`src/rtl/cgol_board_memory.sv`:
```
// Double-buffered Game of Life board: a read-only current bank serving neighbour
// fetches and a write-only next bank, exchanged on an accepted swap request.
module cgol_board_memory #(
  parameter int ROWS = 8,
  parameter int COLS = 8,
  parameter int ADDR_W = 6,
  parameter logic [ROWS*COLS-1:0] INIT_PATTERN = 64'h0000_0000_000E_0102
) (
  input  logic                   clk,
  input  logic                   i_reset,
  input  logic [1:0]             i_memory_operation,
  input  logic [ADDR_W-1:0]      i_memory_operation_address,
  input  logic                   i_data,
  output logic                   o_data,
  output logic                   o_data_valid,
  input  logic                   i_swap,
  output logic                   o_swap_done,
  output logic                   o_swap_error,
  output logic                   o_busy,
  output logic [ROWS*COLS-1:0]   o_board,
  output logic                   dbg_state,
  output logic [ADDR_W:0]        dbg_write_count
);

  localparam int CELLS = ROWS * COLS;
  localparam logic [ADDR_W:0] FULL = (ADDR_W + 1)'(CELLS);
  localparam logic [1:0] OP_READ  = 2'b00;
  localparam logic [1:0] OP_WRITE = 2'b01;

  typedef enum logic {
    IDLE = 1'b0,
    SWAP = 1'b1
  } state_t;

  state_t             state;
  state_t             state_next;
  logic [CELLS-1:0]   bank0;
  logic [CELLS-1:0]   bank1;
  logic [CELLS-1:0]   read_bank;
  logic               bank_sel;
  logic [ADDR_W:0]    write_count;
  logic [ADDR_W:0]    count_next;
  logic               is_read;
  logic               is_write;
  logic               swap_reject;

  assign read_bank       = bank_sel ? bank1 : bank0;
  assign o_board         = read_bank;
  assign o_busy          = (state == SWAP);
  assign dbg_state       = state;
  assign dbg_write_count = write_count;

  // Memory operations are only honoured in IDLE; the swap check counts a
  // write issued in the same cycle so the last cell can arrive with i_swap.
  always_comb begin
    state_next  = state;
    is_read     = 1'b0;
    is_write    = 1'b0;
    count_next  = write_count;
    swap_reject = 1'b0;
    case (state)
      IDLE: begin
        is_read  = (i_memory_operation == OP_READ);
        is_write = (i_memory_operation == OP_WRITE);
        if (is_write && (write_count != FULL)) begin
          count_next = write_count + 1'b1;
        end
        if (i_swap) begin
          if (count_next == FULL) begin
            state_next = SWAP;
          end else begin
            swap_reject = 1'b1;
          end
        end
      end
      SWAP: begin
        state_next = IDLE;
      end
      default: begin
        state_next = IDLE;
      end
    endcase
  end

  always_ff @(posedge clk) begin
    if (i_reset) begin
      state        <= IDLE;
      bank_sel     <= 1'b0;
      bank0        <= INIT_PATTERN;
      bank1        <= '0;
      write_count  <= '0;
      o_data       <= 1'b0;
      o_data_valid <= 1'b0;
      o_swap_done  <= 1'b0;
      o_swap_error <= 1'b0;
    end else begin
      state        <= state_next;
      o_data_valid <= is_read;
      o_swap_done  <= (state == SWAP);
      o_swap_error <= swap_reject;
      if (is_read) begin
        o_data <= read_bank[i_memory_operation_address];
      end
      if (is_write) begin
        if (bank_sel) begin
          bank0[i_memory_operation_address] <= i_data;
        end else begin
          bank1[i_memory_operation_address] <= i_data;
        end
      end
      // The stale write bank becomes the next target; the cell logic refills it completely.
      if (state == SWAP) begin
        bank_sel    <= ~bank_sel;
        write_count <= '0;
      end else begin
        write_count <= count_next;
      end
    end
  end

endmodule
```
`config.mk`:
```
export PLATFORM = sky130hd
export DESIGN_NAME = cgol_board_memory
export DESIGN_NICKNAME = d
export VERILOG_FILES = /design/src/rtl/cgol_board_memory.sv
export SDC_FILE = /design/constraint.sdc
export NUM_CORES = 1
export LEC_CHECK = 0
export ABC_CLOCK_PERIOD_IN_PS = 5560
export CAP_MARGIN = 30
export CORE_ASPECT_RATIO = 1.4
export CORE_UTILIZATION = 40
export DETAILED_ROUTE_END_ITERATION = 8
export PLACE_DENSITY_LB_ADDON = 0.2
export SLEW_MARGIN = 20
export SYNTH_ARGS = -nofsm -noshare
export SYNTH_HDL_FRONTEND = slang
export SYNTH_SLANG_ARGS = --single-unit
export TNS_END_PERCENT = 20
```
`constraint.sdc`:
```
create_clock -name clk -period 5.56 [get_ports clk]
set_input_delay 0.834 -clock clk [delete_from_list [all_inputs] [get_ports clk]]
set_output_delay 0.834 -clock clk [all_outputs]
set_load 0.02 [all_outputs]
```
==> run_1/congestion_map.png <==
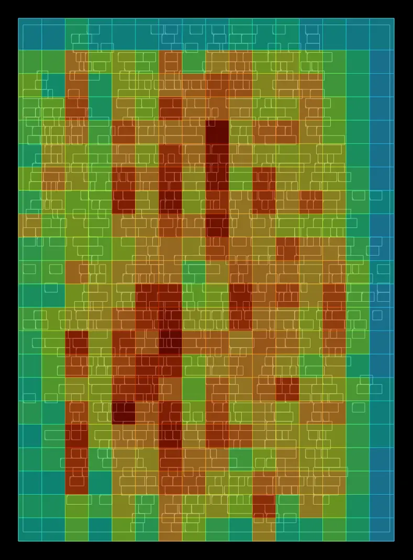
met1 Track Usage GR: 26.7%
met3 Resource Use GR: 3.84%
met2 Track Usage GR: 40.1%

==> run_1/m2.png <==
Scale: 2 px per um.
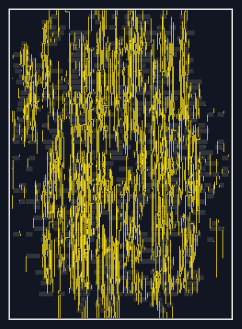
share of all routed wire: 52%
nets with wire on the layer: 657
wire length on this layer: 9,940 um
longest straight run: 59.2 um

==> results_slide.txt, run 1 <==
Implementation Results

Outcome
  • Status: complete, no violations

Power and ir drop
  • VDD IR-drop max: 171 uV
  • Switching share of power: around 22%
  • P_sw: around 0.54 mW
  • Sequential power share: 41.2%
  • Power Density: 299 nW/um^2
  • P_int: roughly 1.9 mW
  • Combinational Power Share: 4.6%
  • Clock power share: between 50% and 60%

Logic synthesis
  • Syn Nets: approximately 700
  • Post-Syn Instances: 686
  • Largest logic family: AND-OR/OR-AND gates
  • Post-synth ARST share: 0%
  • Yosys stat chip area: roughly 6600 sq um
  • Yosys Instances: between 600 and 700
  • Syn. warnings: 0
  • Simple Share, Synth: about a tenth
  • AO/OA Area Share: 29.8%
  • Number of enable flip-flop cells: 0
  • Post-synth seq share: between 40% and 50%
  • Mux share: ~11%
  • Syn Area/Cell: 9.66 sq um
  • Synth Register Bits: 141
  • Synth unique cells: approximately 50
  • XOR Share, Synth: approximately 1.2%
  • Adder Share, Synth: less than 1%

Final timing
  • Post-layout min period: between 3 and 4 ns
  • Final Hold Fails: 0
  • Post-layout period usage: about two thirds
  • Fmax: approximately 270 MHz
  • Slew of the pin with the lowest slew margin: approximately 0.86 ns
  • Setup TNS: 0 ns
  • Final slew viol count: 0
  • Worst rel slew slack: 42.9%
  • Final setup fails: 0
  • Worst Slack Setup Final: 1.79 ns
  • RSZ-0062 raised after global routing: no

Clock network
  • Root Driver: clkbuf_16
  • Post-CTS setup buffer count: 0
  • Clock transition at path regs: 0.06 ns
  • CTS tree: done
  • CTS max path bufs: 2
  • # clock sinks: about 140
  • Late-Pin Clk Latency: ~0.42 ns
  • CTS Hold Bufs: 0
  • Htree depth: 4
  • CTS Buf Count: 17

Min path
  • Hold Crit Class: reg2reg

Routing
  • Avg WL per Cell: between 20 and 25 um
  • DR DRC count: 0
  • Drt pass-1 iters: 5
  • Initial drt markers: 343
  • Post-detailed-route via-to-cell ratio: 6.03
  • Post-Route WL: ~19 mm
  • Post-route ant nets: 0

Floorplanning
  • Core Rows: between 50 and 60
  • Die Ht: 154 um
  • Die area: between 15,000 and 20,000 sq um
  • IO Count: 89
  • Floorplan core density: between 40% and 50%
  • Die width: between 100 and 150 um
  • CORE AREA: ~16,000 sq um

Finish
  • N_diodes: 0
  • Share of cells above drive strength 1: 18.9%
  • Area Growth Syn to Fin: 24.8%
  • Fin nets: about 750

Placed design
  • Dpl ws: 1.76 ns
  • Port buffer count: about 90
  • Routability cong.: between 0.8 and 0.9
  • Detail Placement HPWL: 12.8 mm

Worst setup path
  • Top delay family on crit path: buffers and inverters
  • Startpoint types: register
  • Number of buffer and inverter stages on the critical path: 2
  • Crit-path cells: buf_4 > mux2_2 > clkdlybuf4s50_1
  • Slowest-stage cell, CP: dfxtp_2
  • Data arrival time of the critical path: roughly 3 ns
  • CP Max Fanout: 40
  • Critical Path Max Stage Delay: a little under 0.8 ns
  • Req. time, crit path: ~4.7 ns
  • Setup crit end kind: output port
  • Critical path type: reg2out

Global route
  • GRT Overall Usage: approximately 23%
  • Initial antenna violation count: 0
  • Vias in the first global route: roughly 5,600
  • Largest net degree at the start of global routing: 69
  • GRT overflow: 0

Flow run
  • Max-cap violations: 0
==> run_1/ff_map.png <==
Scale: 3 px per um. Other sequential cells in the stronger grey, the rest of the logic in the fainter grey.
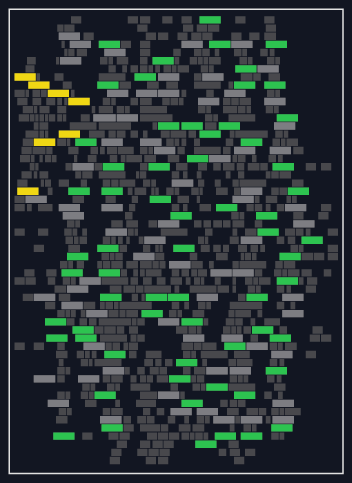
| signal | colour | placed flops |
|---|---|---|
| dbg_write_count | yellow | 7 |
| bank1 | green | 64 |
not coloured: 70
sequential cell area: 2820 sq um
sequential power: 1.02 mW
Finished Core Util: 51.1%
fraction of area in registers: 34.2%

run 1: metal layers:
layer	wire, um	up-vias	GRT usage (%)
li1	-	2749	-
met1	8100	2767	26.7
met2	9940	182	40.1
met3	758	39	3.84
met4	482	0	10.4
met5	0	-	0
run 1: layout make-up:
class,count,area [sq um]
sequential,141,2820
tap,199,249
inverter,3,11.3
clock inverter,12,231
timing repair buffer,101,991
fill,1451,7910
multi-input combinational,476,3490
clock buffer,20,467
run 1: registers in the layout (all words and copies together) (netlist names):
register and count:
o_swap_error 1, dbg_write_count 7, bank_sel 1, dbg_state 1
o_data_valid 1, o_swap_done 1, o_data 1, bank1 64
bank0 64
run 1: cells in the final DEF (no fill, tap or decap), types with 3 or more instances in the layout:
cell	instances
and3_1	3
clkdlybuf4s50_1	87
a21boi_0	6
nor2b_1	5
nand3b_1	3
xnor2_1	5
xor2_1	4
a22o_1	4
clkinv_4	3
nor2_4	9
a311o_1	5
clkbuf_8	3
nor3b_4	3
a32oi_1	5
nand3_1	4
buf_4	12
nor2_2	11
a22oi_1	19
clkbuf_16	17
nand2_1	6
nor2_1	27
a211oi_1	123
nand4_1	5
a31oi_1	7
a221oi_2	3
a21oi_1	126
inv_1	3
mux2_4	7
bufinv_16	6
dfxtp_1	140
nor3_1	5
mux2_2	56
run 1: stage by stage:
stage               hold slack (ns)  total power, mW  cells  util (%)  area (sq um)
global route                  0.533             2.53    952      51.1          8270
floorplan                     0.491             1.11    686         -          6620
global placement              0.498             1.15    918      46.6          7540
detailed placement            0.507             1.15    918      46.6          7540
CTS                           0.518             2.48    950      50.9          8230
finish                        0.515             2.47    952      51.1          8270
run 1: power by group through the flow:
stage / clock network (mW) / registers, mW / logic (mW)
final: 1.34 / 1.02 / 0.113
after global routing: 1.39 / 1.02 / 0.122
after CTS: 1.35 / 1.02 / 0.110
after floorplan: 0 / 1.04 / 0.0718
after detailed placement: 0 / 1.04 / 0.109
after global placement: 0 / 1.04 / 0.107
run 1: cell families after synthesis:
group / Yosys count
compound gates: 300
xor+xnor: 9
fa+ha+maj: 2
buf+inv: 69
flops: 141
mux: 64
simple gates: 101
run 1: cells in the mapped netlist, drive strengths merged (6+ instances only):
master  number
a31oi        7
nor2        47
dfxtp      141
clkbuf      29
nor3         6
a211oi     123
a21oi      126
a22oi       19
buf         37
mux2        64
a21boi       6
nand2        7
run 1: worst reg2reg max path: cells and delay by family, from the launching register on:
kind	cells	cell delay, ns
flip-flops	1	0.78
AND/OR/NAND/NOR	3	1.45
buffers and inverters	1	0.68
AND-OR/OR-AND	1	0.35
run 1: path summary, 6_finish.rpt:
check	start	to	slack (ns)	depth (start not counted)
hold reg to reg	bank1[33]	bank1[33]	0.52	2
setup reg to reg	bank_sel	bank1[9]	2.19	5
setup / recovery	bank_sel	o_board[11]	1.79	3
hold / removal	bank1[33]	bank1[33]	0.52	2
==> run_1/closeup.png <==
Window x 35 to 75, y 88 to 128 um. Cells in grey, sequential cells in the stronger grey; small squares are vias.
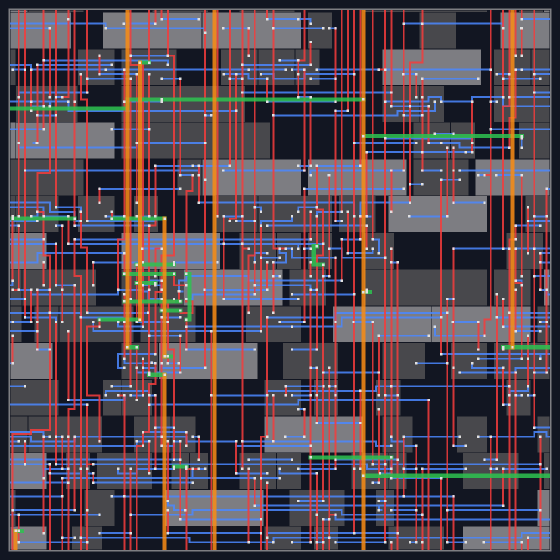

## Run 2: what changed since run 1
--- a/config.mk
+++ b/config.mk
@@ -5,7 +5,7 @@
 export SDC_FILE = /design/constraint.sdc
 export NUM_CORES = 1
 export LEC_CHECK = 0
-export ABC_CLOCK_PERIOD_IN_PS = 5560
+export ABC_CLOCK_PERIOD_IN_PS = 3600
 export CAP_MARGIN = 30
 export CORE_ASPECT_RATIO = 1.4
 export CORE_UTILIZATION = 40
==> constraint.sdc (replaced) <==
create_clock -name clk -period 3.6 [get_ports clk]
set_input_delay 0.54 -clock clk [delete_from_list [all_inputs] [get_ports clk]]
set_output_delay 0.54 -clock clk [all_outputs]
set_load 0.02 [all_outputs]
==> run_2/closeup.png <==
Window x 35 to 75, y 88 to 128 um. Cells in grey, sequential cells in the stronger grey; small squares are vias.
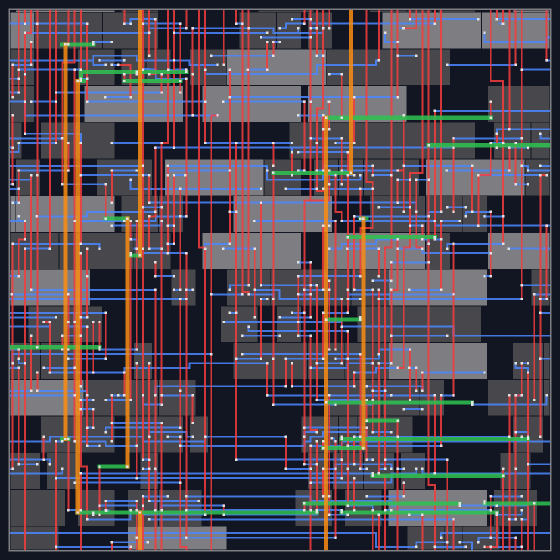
| layer | colour |
|---|---|
| M2 | red |
| M4 | orange |
| M1 | blue |
| M3 | green |
most frequent: dfxtp_1 (19), a21oi_1 (18), a211oi_1 (16)
sequential cells in the window: 19
netlist names of flops here include: bank1 (10), bank0 (8)
cells with their middle in the window: 98

==> run_2/gates.png <==
Scale: 3 px per um.
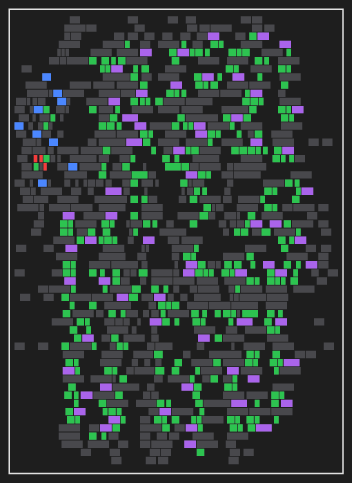
| family | colour | cells | most used |
|---|---|---|---|
| xor and xnor cells | blue | 9 | xnor2_1 |
| mux cells | purple | 64 | mux2_2 |
| inv cells | red | 3 | inv_1 |
| aoi and oai cells | green | 291 | a21oi_1 |

==> run 2 against run 1 <==
  * Clock skew is 0.0043 ns higher
  * Highest routed layer unchanged
  * Final cell count is 1.1% higher
  * Setup slack worse by 0.93 ns
  * Synthesized area stayed put
==> results_slide.txt, run 2 <==
Implementation Results

Power and ir drop
  • VDD IR-drop max: 231 uV

Logic synthesis
  • Syn. warnings: 0
  • Yosys stat chip area: around 6600 sq um
  • Top cells by count: dfxtp_1, a21oi_1, a211oi_1
  • Synth unique cells: approximately 50
  • Yosys Instances: between 600 and 700
  • Post-synth seq share: ~43%

Placed design
  • Port buffer count: around 88
  • Routability cong.: 0.808
  • Detail Placement HPWL: between 10 and 15 mm

Global route
  • Largest net degree at the start of global routing: approximately 73

Routing
  • Drt pass-1 iters: 4
  • Post-detailed-route via-to-cell ratio: between 6 and 7
  • DR DRC count: 0
  • Routed length on met1: around 8.4 mm
  • DR WL met3: roughly 850 um

Floorplanning
  • IO Count: just under 90
  • Core Rows: 55
  • CORE AREA: 16,200 sq um
  • Die Ht: 154 um
  • Die area: ~17,000 sq um

Finish
  • Most frequent logic cell in the layout: dfxtp_1
  • Most common logic cells in the final layout: dfxtp_1, a21oi_1, a211oi_1, clkdlybuf4s50_1, mux2_2
  • Post-route cell area: 8300 sq um
  • N_diodes: 0

Worst setup path
  • Reg-to-reg setup timing slack: approximately 1.2 ns
  • Data arrival time of the critical path: between 2 and 2.5 ns
  • CP endpoint: o_board[53]

Clock network
  • CTS Buf Count: 17
  • CTS tree: done

Final timing
  • Worst rel slew slack: 40.3%
  • Slew of the pin with the lowest slew margin: 0.895 ns
  • Post-layout min period: around 2.7 ns
  • Worst Slack Setup Final: 0.859 ns
  • Final Hold Fails: 0
  • Fmax: 365 MHz
  • RSZ-0062 raised after global routing: no

Outcome
  • Status: complete, no violations

Min path
  • Hold Crit Class: reg2reg

Flow run
  • Max-cap violations: 0
==> run_2/congestion_map.png <==
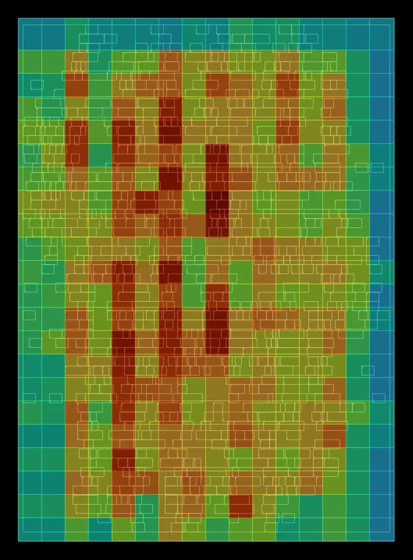
met2 Track Usage GR: 39.5%
Avg WL per Cell: 20.3 um
met1 Track Usage GR: 28.1%

==> run 2: critical path, stage by stage (launching register included) <==
cell and delay (ns):
dfxtp_2 0.32, buf_4 0.44, mux2_2 0.44, clkdlybuf4s50_1 0.55
==> run 2: worst min path at each step <==
stage,from,to,slack (ns),cells past startpoint
2_1_floorplan,bank0[25],bank0[25],0.49,2
3_3_place_gp,bank1[42],bank1[42],0.50,2
4_1_cts,bank0[34],bank0[34],0.52,2
3_5_place_dp,bank0[34],bank0[34],0.51,2
6_report,bank0[60],bank0[60],0.51,2
5_1_grt,bank1[45],bank1[45],0.53,2
==> run 2: area by class of cell <==
class | count | area (sq um) | area share [%]
Tap cell | 199 | 249 | 3.00
Clock inverter | 12 | 183 | 2.20
Sequential cell | 141 | 2820 | 34.0
Multi-Input combinational cell | 476 | 3490 | 42.0
Timing Repair Buffer | 111 | 1090 | 13.1
Inverter | 3 | 11.3 | 0.136
Clock buffer | 20 | 457 | 5.50
==> run 2: where the power goes <==
| part | total, mW | switching, mW | internal [mW] |
|---|---|---|---|
| Sequential | 1.57 | 0.00536 | 1.57 |
| Clock | 1.90 | 0.699 | 1.20 |
| Combinational | 0.185 | 0.129 | 0.0566 |
| Total | 3.66 | 0.833 | 2.83 |
==> run 2: metrics by stage <==
step,instances,util (%)
detailed placement,930,47.4
floorplan,686,-
finish,962,51.3
global placement,930,47.4
global route,962,51.3
CTS,962,51.3
==> run 2: layer usage <==
layer  vias up  GRT usage (%)
li1       2772              -
met1      2819           28.1
met2       173           39.5
met3        31           3.88
met4         0           9.14
met5         -              0
==> run 2: cells by family after synthesis <==
family	count (synthesis)	share of synthesized area, %
fa+ha+maj	2	0.378
mux	64	11.3
flops	141	42.6
compound gates	300	29.8
simple gates	101	9.63
buf+inv	69	5.06
xor+xnor	9	1.19
==> run_2/m2.png <==
Scale: 2 px per um.
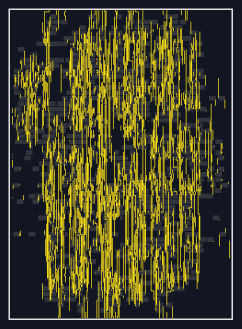

## Run 3: what changed since run 2
--- a/config.mk
+++ b/config.mk
@@ -5,7 +5,7 @@
 export SDC_FILE = /design/constraint.sdc
 export NUM_CORES = 1
 export LEC_CHECK = 0
-export ABC_CLOCK_PERIOD_IN_PS = 3600
+export ABC_CLOCK_PERIOD_IN_PS = 2800
 export CAP_MARGIN = 30
 export CORE_ASPECT_RATIO = 1.4
 export CORE_UTILIZATION = 40
==> constraint.sdc (replaced) <==
create_clock -name clk -period 2.8 [get_ports clk]
set_input_delay 0.42 -clock clk [delete_from_list [all_inputs] [get_ports clk]]
set_output_delay 0.42 -clock clk [all_outputs]
set_load 0.02 [all_outputs]
==> run_3/m2.png <==
Scale: 2 px per um.
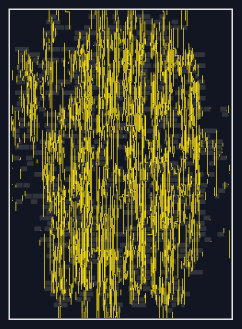
nets with wire on the layer: 695
longest straight run: 61.5 um
main direction: vertical
wire length on this layer: 10,500 um
Post-Route WL: 20.5 mm
total number of vias: 5,958

==> run_3/closeup.png <==
Window x 35 to 75, y 88 to 128 um. Cells in grey, sequential cells in the stronger grey; small squares are vias.
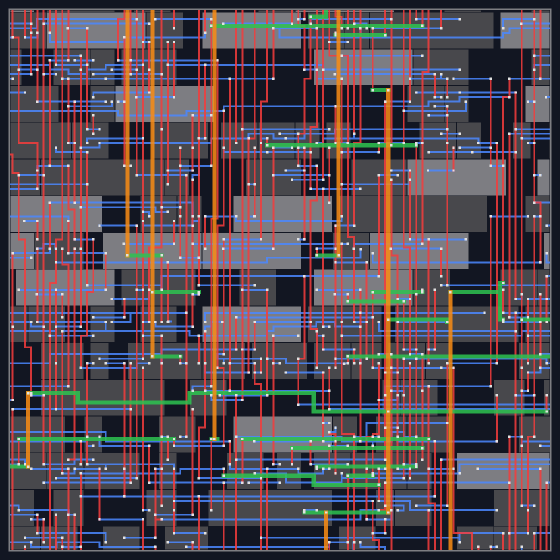
| layer | colour |
|---|---|
| M4 | orange |
| M2 | red |
| M1 | blue |
| M3 | green |
sequential cells in the window: 16
most frequent: a211oi_1 (16), dfxtp_1 (16), a21oi_1 (14)
cells with their middle in the window: 103
netlist names of flops here include: bank0 (9), bank1 (7)

==> run 3 against run 2 <==
  * Sequential power increased by 29%
  * Clock power is 37% higher
  * Sequential share of layout area down 1.2 points
  * Design area increased by 3.6%
  * Hold slack got worse by 0.038 ns
  * Clock skew decreased by 0.0038 ns
  * Flip-flop count unchanged
  * Setup slack got worse by 0.54 ns
  * Critical endpoint is now o_board[55]
==> results_slide.txt, run 3 <==
Implementation Results

Final timing
  • RSZ-0062 raised after global routing: no
  • Setup TNS: 0 ns
  • Fmax: slightly above 400 MHz
  • Post-layout period usage: approximately 90%
  • Final slew viol count: 0
  • Hold Slack: around 0.47 ns
  • Post-layout min period: ~2.5 ns
  • Final Hold Fails: 0
  • Worst rel slew slack: 63.6%
  • Final setup fails: 0

Worst setup path
  • Critical Path Max Stage Delay: between 0.5 and 0.6 ns
  • Data arrival time of the critical path: between 2 and 2.5 ns
  • Critical path type: reg2out
  • CP Max Fanout: 47
  • Startpoint types: register
  • Crit-path cells: buf_12 > mux2_2 > clkdlybuf4s50_1
  • Req. time, crit path: approximately 2.4 ns
  • Slowest-stage cell, CP: clkdlybuf4s50_1
  • Setup crit end kind: output port

Finish
  • Fin nets: 789
  • Combinational gate area: 3490 sq um
  • Share of cells above drive strength 1: between 20% and 30%
  • Post-route cell area: between 8000 and 9000 sq um
  • Most common logic cells in the final layout: dfxtp_1, a21oi_1, a211oi_1, clkdlybuf4s50_1, mux2_2
  • Sequential cell area: ~2800 sq um
  • N_diodes: 0

Logic synthesis
  • Synth Register Bits: roughly 140
  • Synth unique cells: 50
  • Post-synth ARST share: 0%
  • Yosys top cell by instances: dfxtp_1
  • Top cells by count: dfxtp_1, a21oi_1, a211oi_1
  • Post-synth seq share: between 40% and 50%
  • Post-Syn Instances: between 600 and 700
  • Syn Area/Cell: a little under 10 sq um
  • Number of enable flip-flop cells: 0

Min path
  • Hold Crit Class: in2reg

Floorplanning
  • Die area: approximately 17,000 sq um
  • Floorplan core density: a little over 40%
  • CORE AREA: ~16,000 sq um
  • Die Ht: approximately 150 um
  • IO Count: 89
  • Die width: between 100 and 150 um

Power and ir drop
  • Total Power: approximately 4.9 mW
  • Combinational Power Share: about 5.3%
  • P_int: 3.81 mW
  • Clock power share: between 50 and 60%
  • Switching share of power: about 22%
  • VDD IR-drop max: roughly 360 uV

Routing
  • Avg WL per Cell: between 20 and 25 um
  • Post-route ant nets: 0
  • Post-detailed-route via-to-cell ratio: a little over 6
  • DR DRC count: 0
  • Initial drt markers: 315

Placed design
  • Placed inst area: about 7900 sq um
  • Port buffer count: between 80 and 90

Clock network
  • Clock transition at path regs: around 0.060 ns
  • CTS Buf Count: 17
  • CTS tree: done
  • # clock sinks: between 100 and 150

Global route
  • GRT Overall Usage: 24.3%
  • Largest net degree at the start of global routing: ~65
  • Vias in the first global route: 6,025

Flow run
  • Max-cap violations: 0

Outcome
  • Status: complete, no violations
==> run_3/congestion_map.png <==
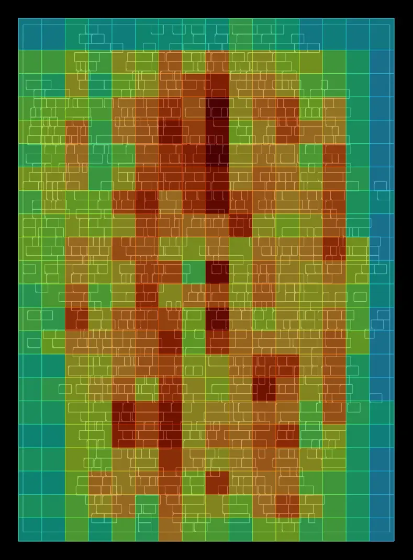
Finished Core Util: 53.2%
GR peak layer: met2
met2 Track Usage GR: 42.7%

==> run 3: cell count changes in the layout (fill, tap and decap cells not counted), sizes merged <==
| cell | before | now |
|---|---|---|
| inv | 6 | 5 |
| buf | 24 | 49 |
| bufinv | 4 | 6 |
| clkinvlp | 3 | 0 |
| clkinv | 2 | 4 |
==> run 3: power groups by stage <==
stage | sequential, mW | combinational (mW) | clock, mW
floorplan | 2.07 | 0.143 | 0
global placement | 2.06 | 0.251 | 0
detailed placement | 2.07 | 0.256 | 0
CTS | 2.02 | 0.259 | 2.63
global route | 2.02 | 0.278 | 2.73
finish | 2.02 | 0.261 | 2.61
==> run 3: cells by family (layout without fill, tap and decap cells) <==
kind of cell | after synthesis | after routing | synth area share, %
xor+xnor | 9 | 9 | 1.19
fa+ha+maj | 2 | 2 | 0.378
buf+inv | 69 | 171 | 5.06
mux | 64 | 64 | 11.3
simple gates | 101 | 101 | 9.63
compound gates | 300 | 300 | 29.8
flops | 141 | 141 | 42.6
==> run 3: path summary, 6_finish.rpt <==
kind	cells past startpoint	slack, ns	start	to
max reg2reg	7	0.61	bank_sel	o_data
min reg2reg	2	0.51	bank1[38]	bank1[38]
max	3	0.32	bank_sel	o_board[55]
min	2	0.47	i_reset	bank_sel
==> run 3: layer usage <==
layer  GRT usage (%)  vias up  routed length, um
met5               0        -                  0
met4            9.14        0                435
met3            3.84       33                860
met2            42.7      197              10500
met1            29.7     2915               8720
li1                -     2813                  -
==> run 3: metrics by stage <==
step                worst slack (ns)  cells
detailed placement            0.0979    955
floorplan                      0.879    686
CTS                            0.307    987
finish                         0.320    987
global route                   0.274    987
global placement               0.150    955
==> run 3: worst max-delay path: cells and delay by family (launching register included) <==
family | cells | cell delay, ns
multiplexers | 1 | 0.42
flip-flops | 1 | 0.35
buffers and inverters | 2 | 0.84
==> run 3: layout make-up <==
class,count,share of cell area [%]
Timing Repair Buffer,136,15.7
Sequential cell,141,32.8
Multi-Input combinational cell,476,40.6
Clock buffer,20,5.19
Inverter,3,0.131
Tap cell,199,2.89
Clock inverter,12,2.70
Power figures rest on the tool's default switching activity, not on a simulated workload.
